[config.mk]
export PLATFORM = sky130hd
export DESIGN_NAME = spram_ctrl_flat
export DESIGN_NICKNAME = d
export VERILOG_FILES = /design/src/rtl/spram_ctrl_if.sv /design/src/rtl/spram_ctrl.sv /design/src/flat_wrapper.sv
export SDC_FILE = /design/constraint.sdc
export NUM_CORES = 1
export LEC_CHECK = 0
export CAP_MARGIN = 15
export CORE_UTILIZATION = 40
export DETAILED_ROUTE_END_ITERATION = 6
export GPL_ROUTABILITY_DRIVEN = 0
export PLACE_DENSITY = 0.76
export SLEW_MARGIN = 20
export SYNTH_ARGS = -nofsm -noshare
export SYNTH_HDL_FRONTEND = slang
export SYNTH_SLANG_ARGS = --single-unit
[constraint.sdc]
create_clock -name clock_in -period 9.25 [get_ports clock_in]
set_clock_uncertainty 0.05 [all_clocks]
set_input_delay 1.3875 -clock clock_in [delete_from_list [all_inputs] [get_ports clock_in]]
set_output_delay 1.3875 -clock clock_in [all_outputs]
set_load 0.005 [all_outputs]
[src/rtl/spram_ctrl_if.sv]
// Request, read-return and RAM-side signals of spram_ctrl.
// slave = the controller; master = requesters, rdata consumer and the RAM wrapper.
interface spram_ctrl_if #(
  parameter int AW = 10,
  parameter int DW = 32
);
  logic          wr_valid_in;
  logic [AW-1:0] wr_addr_in;
  logic [DW-1:0] wr_data_in;
  logic          wr_ready_out;
  logic          rd_valid_in;
  logic [AW-1:0] rd_addr_in;
  logic          rd_ready_out;
  logic          rdata_valid_out;
  logic [DW-1:0] rdata_out;
  logic          rdata_ready_in;
  logic [AW-1:0] ram_address_out;
  logic [DW-1:0] ram_data_out;
  logic          ram_wren_out;
  logic [DW-1:0] ram_q_in;

  modport slave (
    input  wr_valid_in, wr_addr_in, wr_data_in, rd_valid_in, rd_addr_in,
    input  rdata_ready_in, ram_q_in,
    output wr_ready_out, rd_ready_out, rdata_valid_out, rdata_out,
    output ram_address_out, ram_data_out, ram_wren_out
  );

  modport master (
    output wr_valid_in, wr_addr_in, wr_data_in, rd_valid_in, rd_addr_in,
    output rdata_ready_in, ram_q_in,
    input  wr_ready_out, rd_ready_out, rdata_valid_out, rdata_out,
    input  ram_address_out, ram_data_out, ram_wren_out
  );
endinterface

[src/rtl/spram_ctrl.sv]
// spram_ctrl: merges a write and a read request stream onto a 1-cycle read-first single-port RAM.
// Latency read grant -> rdata_valid_out 2 cycles (3 with SPRAM_CTRL_OREG_EN defined).
// Reads issue only against a reserved return slot, so rdata backpressure stalls rd_ready_out via credits.

module sync_fifo #(
  parameter int W     = 32,
  parameter int DEPTH = 4
) (
  input  logic         clk,
  input  logic         rst,
  input  logic         push_vld,
  input  logic [W-1:0] push_dat,
  input  logic         pop_rdy,
  output logic         out_vld,
  output logic [W-1:0] out_dat
);
  localparam int PW = $clog2(DEPTH);

  logic [W-1:0] mem [DEPTH];
  logic [PW:0]  wr_ptr;
  logic [PW:0]  rd_ptr;
  logic         full;
  logic         do_push;
  logic         do_pop;

  assign full    = (wr_ptr[PW] != rd_ptr[PW]) && (wr_ptr[PW-1:0] == rd_ptr[PW-1:0]);
  assign out_vld = (wr_ptr != rd_ptr);
  assign do_push = push_vld & ~full;
  assign do_pop  = pop_rdy & out_vld;
  assign out_dat = mem[rd_ptr[PW-1:0]];

  always_ff @(posedge clk or posedge rst) begin
    if (rst) begin
      wr_ptr <= '0;
      rd_ptr <= '0;
    end else begin
      if (do_push) wr_ptr <= wr_ptr + (PW+1)'(1);
      if (do_pop)  rd_ptr <= rd_ptr + (PW+1)'(1);
    end
  end

  always_ff @(posedge clk) begin
    if (do_push) mem[wr_ptr[PW-1:0]] <= push_dat;
  end
endmodule

module spram_ctrl #(
  parameter int AW           = 10,
  parameter int DW           = 32,
`ifdef SPRAM_CTRL_OREG_EN
  parameter int OBUF_DEPTH   = 8,
`else
  parameter int OBUF_DEPTH   = 4,
`endif
  parameter int STARVE_LIMIT = 7
) (
  input  logic        clock_in,
  input  logic        reset_in,
  spram_ctrl_if.slave bus
);
  localparam int CW = $clog2(OBUF_DEPTH + 1);

  logic [CW-1:0] credits_used;
  logic [7:0]    starve_cnt;
  logic          credit_ok;
  logic          force_rd;
  logic          rd_grant;
  logic          wr_grant;
  logic          pop;
  logic [AW-1:0] addr_q;
  logic [DW-1:0] data_q;
  logic          push_vld;
  logic [DW-1:0] push_dat;
  logic          obuf_vld;
  logic [DW-1:0] obuf_dat;

  assign credit_ok = credits_used < CW'(OBUF_DEPTH);
  assign force_rd  = (starve_cnt == 8'(STARVE_LIMIT));

  // Readies are forced low while reset is asserted so the reset values appear immediately.
  assign bus.rd_ready_out = ~reset_in & credit_ok & (~bus.wr_valid_in | force_rd);
  assign bus.wr_ready_out = ~reset_in & ~(bus.rd_valid_in & credit_ok & force_rd);
  assign rd_grant = bus.rd_valid_in & bus.rd_ready_out;
  assign wr_grant = bus.wr_valid_in & bus.wr_ready_out;
  assign pop      = obuf_vld & bus.rdata_ready_in;

  always_ff @(posedge clock_in or posedge reset_in) begin
    if (reset_in) begin
      starve_cnt <= '0;
    end else if (rd_grant || !bus.rd_valid_in) begin
      starve_cnt <= '0;
    end else if (wr_grant && !force_rd) begin
      starve_cnt <= starve_cnt + 8'd1;
    end
  end

  always_ff @(posedge clock_in or posedge reset_in) begin
    if (reset_in) begin
      credits_used <= '0;
    end else begin
      case ({rd_grant, pop})
        2'b10:   credits_used <= credits_used + CW'(1);
        2'b01:   credits_used <= credits_used - CW'(1);
        default: credits_used <= credits_used;
      endcase
    end
  end

  always_comb begin
    bus.ram_address_out = addr_q;
    bus.ram_data_out    = data_q;
    bus.ram_wren_out    = 1'b0;
    if (wr_grant) begin
      bus.ram_address_out = bus.wr_addr_in;
      bus.ram_data_out    = bus.wr_data_in;
      bus.ram_wren_out    = 1'b1;
    end else if (rd_grant) begin
      bus.ram_address_out = bus.rd_addr_in;
    end
  end

  // Idle cycles keep the last address/data on the RAM port.
  always_ff @(posedge clock_in or posedge reset_in) begin
    if (reset_in) begin
      addr_q <= '0;
      data_q <= '0;
    end else begin
      addr_q <= bus.ram_address_out;
      data_q <= bus.ram_data_out;
    end
  end

`ifdef SPRAM_CTRL_OREG_EN
  logic [1:0]    rd_pipe;
  logic [DW-1:0] q_reg;

  always_ff @(posedge clock_in or posedge reset_in) begin
    if (reset_in) begin
      rd_pipe <= '0;
      q_reg   <= '0;
    end else begin
      rd_pipe <= {rd_pipe[0], rd_grant};
      q_reg   <= bus.ram_q_in;
    end
  end

  assign push_vld = rd_pipe[1];
  assign push_dat = q_reg;
`else
  logic rd_pipe;

  always_ff @(posedge clock_in or posedge reset_in) begin
    if (reset_in) rd_pipe <= 1'b0;
    else          rd_pipe <= rd_grant;
  end

  assign push_vld = rd_pipe;
  assign push_dat = bus.ram_q_in;
`endif

  sync_fifo #(
    .W     (DW),
    .DEPTH (OBUF_DEPTH)
  ) u_obuf (
    .clk      (clock_in),
    .rst      (reset_in),
    .push_vld (push_vld),
    .push_dat (push_dat),
    .pop_rdy  (pop),
    .out_vld  (obuf_vld),
    .out_dat  (obuf_dat)
  );

  assign bus.rdata_valid_out = obuf_vld;
  assign bus.rdata_out       = obuf_vld ? obuf_dat : '0;
endmodule

[src/flat_wrapper.sv]
// flat-port wrapper written by rule: the top's interface ports become plain ports
module spram_ctrl_flat 
#(
  parameter int AW           = 10,
  parameter int DW           = 32,

  parameter int OBUF_DEPTH   = 4,

  parameter int STARVE_LIMIT = 7
)
  (clock_in, reset_in, bus_wr_valid_in, bus_wr_addr_in, bus_wr_data_in, bus_rd_valid_in, bus_rd_addr_in, bus_rdata_ready_in, bus_ram_q_in, bus_wr_ready_out, bus_rd_ready_out, bus_rdata_valid_out, bus_rdata_out, bus_ram_address_out, bus_ram_data_out, bus_ram_wren_out);
  spram_ctrl_if #(.AW(AW), .DW(DW)) bus_i ();
  input  logic clock_in;
  input  logic reset_in;
  input wire logic [$bits(bus_i.wr_valid_in)-1:0] bus_wr_valid_in;
  input wire logic [$bits(bus_i.wr_addr_in)-1:0] bus_wr_addr_in;
  input wire logic [$bits(bus_i.wr_data_in)-1:0] bus_wr_data_in;
  input wire logic [$bits(bus_i.rd_valid_in)-1:0] bus_rd_valid_in;
  input wire logic [$bits(bus_i.rd_addr_in)-1:0] bus_rd_addr_in;
  input wire logic [$bits(bus_i.rdata_ready_in)-1:0] bus_rdata_ready_in;
  input wire logic [$bits(bus_i.ram_q_in)-1:0] bus_ram_q_in;
  output wire logic [$bits(bus_i.wr_ready_out)-1:0] bus_wr_ready_out;
  output wire logic [$bits(bus_i.rd_ready_out)-1:0] bus_rd_ready_out;
  output wire logic [$bits(bus_i.rdata_valid_out)-1:0] bus_rdata_valid_out;
  output wire logic [$bits(bus_i.rdata_out)-1:0] bus_rdata_out;
  output wire logic [$bits(bus_i.ram_address_out)-1:0] bus_ram_address_out;
  output wire logic [$bits(bus_i.ram_data_out)-1:0] bus_ram_data_out;
  output wire logic [$bits(bus_i.ram_wren_out)-1:0] bus_ram_wren_out;
  assign bus_i.wr_valid_in = bus_wr_valid_in;
  assign bus_i.wr_addr_in = bus_wr_addr_in;
  assign bus_i.wr_data_in = bus_wr_data_in;
  assign bus_i.rd_valid_in = bus_rd_valid_in;
  assign bus_i.rd_addr_in = bus_rd_addr_in;
  assign bus_i.rdata_ready_in = bus_rdata_ready_in;
  assign bus_i.ram_q_in = bus_ram_q_in;
  assign bus_wr_ready_out = bus_i.wr_ready_out;
  assign bus_rd_ready_out = bus_i.rd_ready_out;
  assign bus_rdata_valid_out = bus_i.rdata_valid_out;
  assign bus_rdata_out = bus_i.rdata_out;
  assign bus_ram_address_out = bus_i.ram_address_out;
  assign bus_ram_data_out = bus_i.ram_data_out;
  assign bus_ram_wren_out = bus_i.ram_wren_out;
  spram_ctrl #(.AW(AW), .DW(DW), .OBUF_DEPTH(OBUF_DEPTH), .STARVE_LIMIT(STARVE_LIMIT)) u_core (.clock_in(clock_in), .reset_in(reset_in), .bus(bus_i));
endmodule
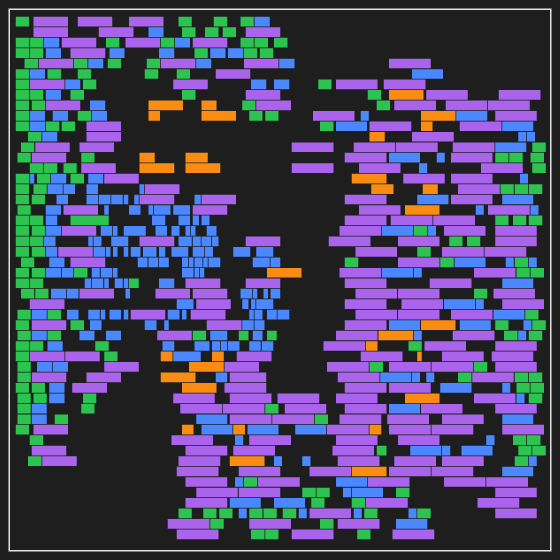
Figure 1: cells colored by class.
purple -> flops  # cells 188, share of their area 54%
orange -> clock drivers and dummy loads  # cells 32, share of their area 5.9%
blue -> combinational and other logic  # cells 216, share of their area 22%
green -> other buffers and delay cells  # cells 171, share of their area 17%
post-route standard cell area excluding fillers: 10100 um2
sequential share of cell area: 0.527

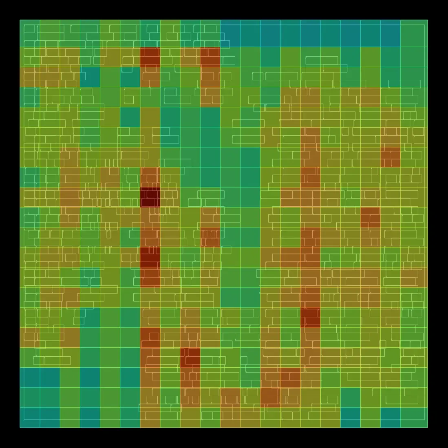
Figure 2: routing congestion map.
met2 track demand over resource in global routing: 0.263
overall fraction of global-route tracks in use: 0.160

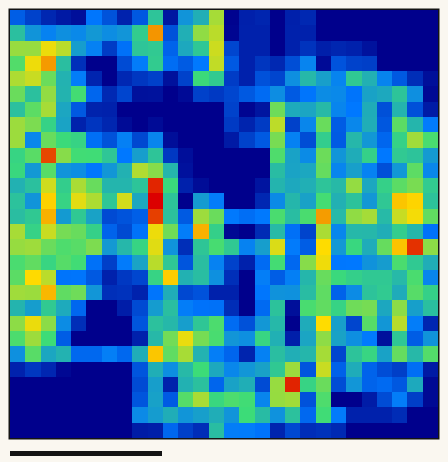
Figure 3: wire density map.
Scale bar: 50 um. 28 x 28 tiles, from dark blue (low) to red (high), scaled to the fullest tile. Values are wire area over tile area, all layers added.
nearly empty tiles = 17%
tiles over half the peak = 20%
mean over tiles = 0.12
emptiest ninth of the die = bottom left
fullest tile = 0.41
Via Count: 4300
WL/cell: 17.7 um
total length of routed wires: 14.8 mm

-- cell type report --
| class | count | area (um2) | area share |
|---|---|---|---|
| Sequential cell | 188 | 5350 | 0.527 |
| Multi-Input combinational cell | 210 | 2190 | 0.215 |
| Timing Repair Buffer | 171 | 1720 | 0.169 |
| Clock buffer | 17 | 425 | 0.0419 |
| Tap cell | 234 | 293 | 0.0289 |
| Clock inverter | 15 | 151 | 0.0149 |
| Inverter | 6 | 22.5 | 0.00222 |
-- sequential cells by signal, summed over array words and instances (netlist names) --
register	cells
u_core.u_obuf.mem	128
u_core.starve_cnt	8
u_core.addr_q	10
u_core.push_vld	1
u_core.credits_used	3
u_core.u_obuf.wr_ptr	3
u_core.u_obuf.rd_ptr	3
u_core.data_q	32
==> changes_impl.md <==
### Metrics

* Commonest cells post-synth: sky130_fd_sc_hd__edfxtp_1 (128), sky130_fd_sc_hd__dfrtp_1 (60), sky130_fd_sc_hd__and2_1 (37)
* Initial antenna violation count at 0
* Hold Path Origin: u_core.u_obuf.wr_ptr[2]
* Cell with the most instances after synthesis: sky130_fd_sc_hd__edfxtp_1
* Met2 layer wire length in the routed design at 7.16 mm
* ANT cells at 0
* Clk latency late pin at 430 ps
* Final Total Pwr at 2.64 mW
* Topmost layer with routed signal wires: met4
* Synthesized netlist cell count at 425
* Internal power contribution at 1.91 mW
* Final setup slack of the worst path at 3740 ps
* Class of the tightest hold or removal check: flip-flop to flip-flop
* Sw frac at 0.276
* Number of cells in Yosys stat at 425
* Global-route wire length before repair at 23.9 mm
* Xor-xnor portion of the synthesized cell area at 0.0160
* Fraction of power consumed by the clock network at 0.266
* Combinational cell fraction of total power at 0.342
* CP Capture Type: output port
* Iteration tally of the first detailed-router pass at 4
* Tightest Pin Transition at 925 ps
* P_seq at 1.04 mW
* Slew headroom at 0.384
* Chip area at 19700 um2
* Global-route track usage on met1 at 0.199
* Die height at 140 um
* Hold-fix buffers, CTS at 0
* DRT met1 WL at 6.50 mm
* Clock-pin slew reported for the worst setup and hold paths after clock tree synthesis at 70 ps
* Number of warning messages in the yosys log at 0
* H-tree lvl count at 4
* Post-CTS Setup Inserts at 0
* Number of top-level pins at 167
* Sum of negative setup slack at 0 ps
* Width of the die at 140 um
* Period utilisation layout at 0.596
* Met3 wire length at 929 um
* Worst R2R End: u_core.credits_used[2]
* Maximum number of buffers from clock root to sink at 2
* Outcome: completed
* Worst R2R Start: u_core.u_obuf.rd_ptr[0]
* Number of warnings in the stage logs at 29
* Area of the placeable core at 18800 um2
* Met3 GRT Util at 0.0458
* Number of logic stages on the critical path including buffering at 6
* Crit path capture: bus_ram_address_out[4]
* Cell breakdown of the critical path: clkdlybuf4s50_1 -> nand2b_1 -> nand2b_1 -> or2_0 -> o221a_2 -> clkdlybuf4s50_1
* Kind of cell with the highest combined delay on the critical path: simple AND/OR/NAND/NOR gates
* Via count of the first global-routing pass at 4612
* Type of the setup path with the least slack: primary input to output port
* Total power per unit cell area at 260 nW/um2
* Placed cell count at 808
* Most Crowded Layer GR: met2
* Core utilization at floorplan at 0.408
* Most frequent logic cell in the layout: sky130_fd_sc_hd__clkdlybuf4s50_1
* Post-placement setup slack at 3660 ps
* Sequential fraction of design power at 0.392
* Group drawing the most power: registers
* Post-route ant nets at 0
* Dominant cell type by area after synthesis: sky130_fd_sc_hd__edfxtp_1
* Maxcap violations at 0
* Filler Cell Count at 1500
* Total standard cell area after synthesis at 7660 um2
* Final setup violation count at 0
* Num CTS Buffers at 17
* Critical-path top delay cell: sky130_fd_sc_hd__or2_0
* Number of enable-type register cells in the synthesized netlist at 128
* Max Clk Rate at 0.181 GHz
* Number of nets at floorplan at 522
* Destination of the worst hold path: u_core.u_obuf.wr_ptr[2]
* Post-Synth Adder-Cell Area at 0.0140
* Clock tree from TritonCTS: yes
* Peak ir drop on the vdd network at 148 uV
* Buffers on Ports at 166
* Chip area estimate from yosys synthesis at 7660 um2
* Power in combinational cells at 0.903 mW
* Smallest hold slack at 441 ps
* Synthesized area per cell at 18.0 um2
* Unique masters post-synth at 43
* Async S/R FF share, synth at 0.319
* Number of design-rule violations left by the first detailed-router iteration at 179
* WHS Path Cells at 1
* Number of synthesized register bits at 188
* Most used DFF post-synth: sky130_fd_sc_hd__edfxtp_1
* DRC violations left at 0
* Number of non-filler instances in the completed layout at 841
* Final critical path time including I/O delays and setup at 5510 ps
* Mux cell area share at 0.145
* Number of nets in the finished design at 691
* Leakage at 3.59 nW
* Number of failing hold endpoints at the final stage at 0
* Count of instances resized after the clock tree is built at 0
* Launching element of the worst setup path: bus_rd_valid_in
* Main logic family: multiplexers
* Number of cells on the worst reg-to-reg path at 10
* Top post-synthesis cells by area: sky130_fd_sc_hd__edfxtp_1 (50%), sky130_fd_sc_hd__dfrtp_1 (20%), sky130_fd_sc_hd__mux4_2 (9.4%), sky130_fd_sc_hd__mux2_2 (5.0%), sky130_fd_sc_hd__and2_1 (3.0%)
* FP Rows at 50
* Critical Path Fanout Max at 13
* Critical path launch point type: primary input
* Cell at the root of the clock tree: sky130_fd_sc_hd__clkbuf_16
* Count of buffering cells on the critical path with inverters included at 2
* Number of clock sinks at 188
* Total overflow reported by the global router at 0
* Part of the Yosys area used for sequential elements at 0.698
* Simple logic cell fraction of the synthesized area at 0.0599
* Average via count per standard cell at 5.11
* Post-DP Area at 9540 um2
* Flop-to-flop setup slack at 6110 ps
* Reported clock group power at 0.701 mW
* Ao+oa area frac at 0.0493
* Net switching component of the power at 0.729 mW
* Share of the synthesized area in the top cell type at 0.502
* Sum of net half-perimeters after detailed placement at 9.55 mm
* Pin count of the biggest net entering global routing at 71
* Crit path required time at 7810 ps
* RSZ-0062 raised after global routing: false
* Data arrival time at the worst-slack endpoint at 4080 ps
Power figures rest on the tool's default switching activity, not on a simulated workload.
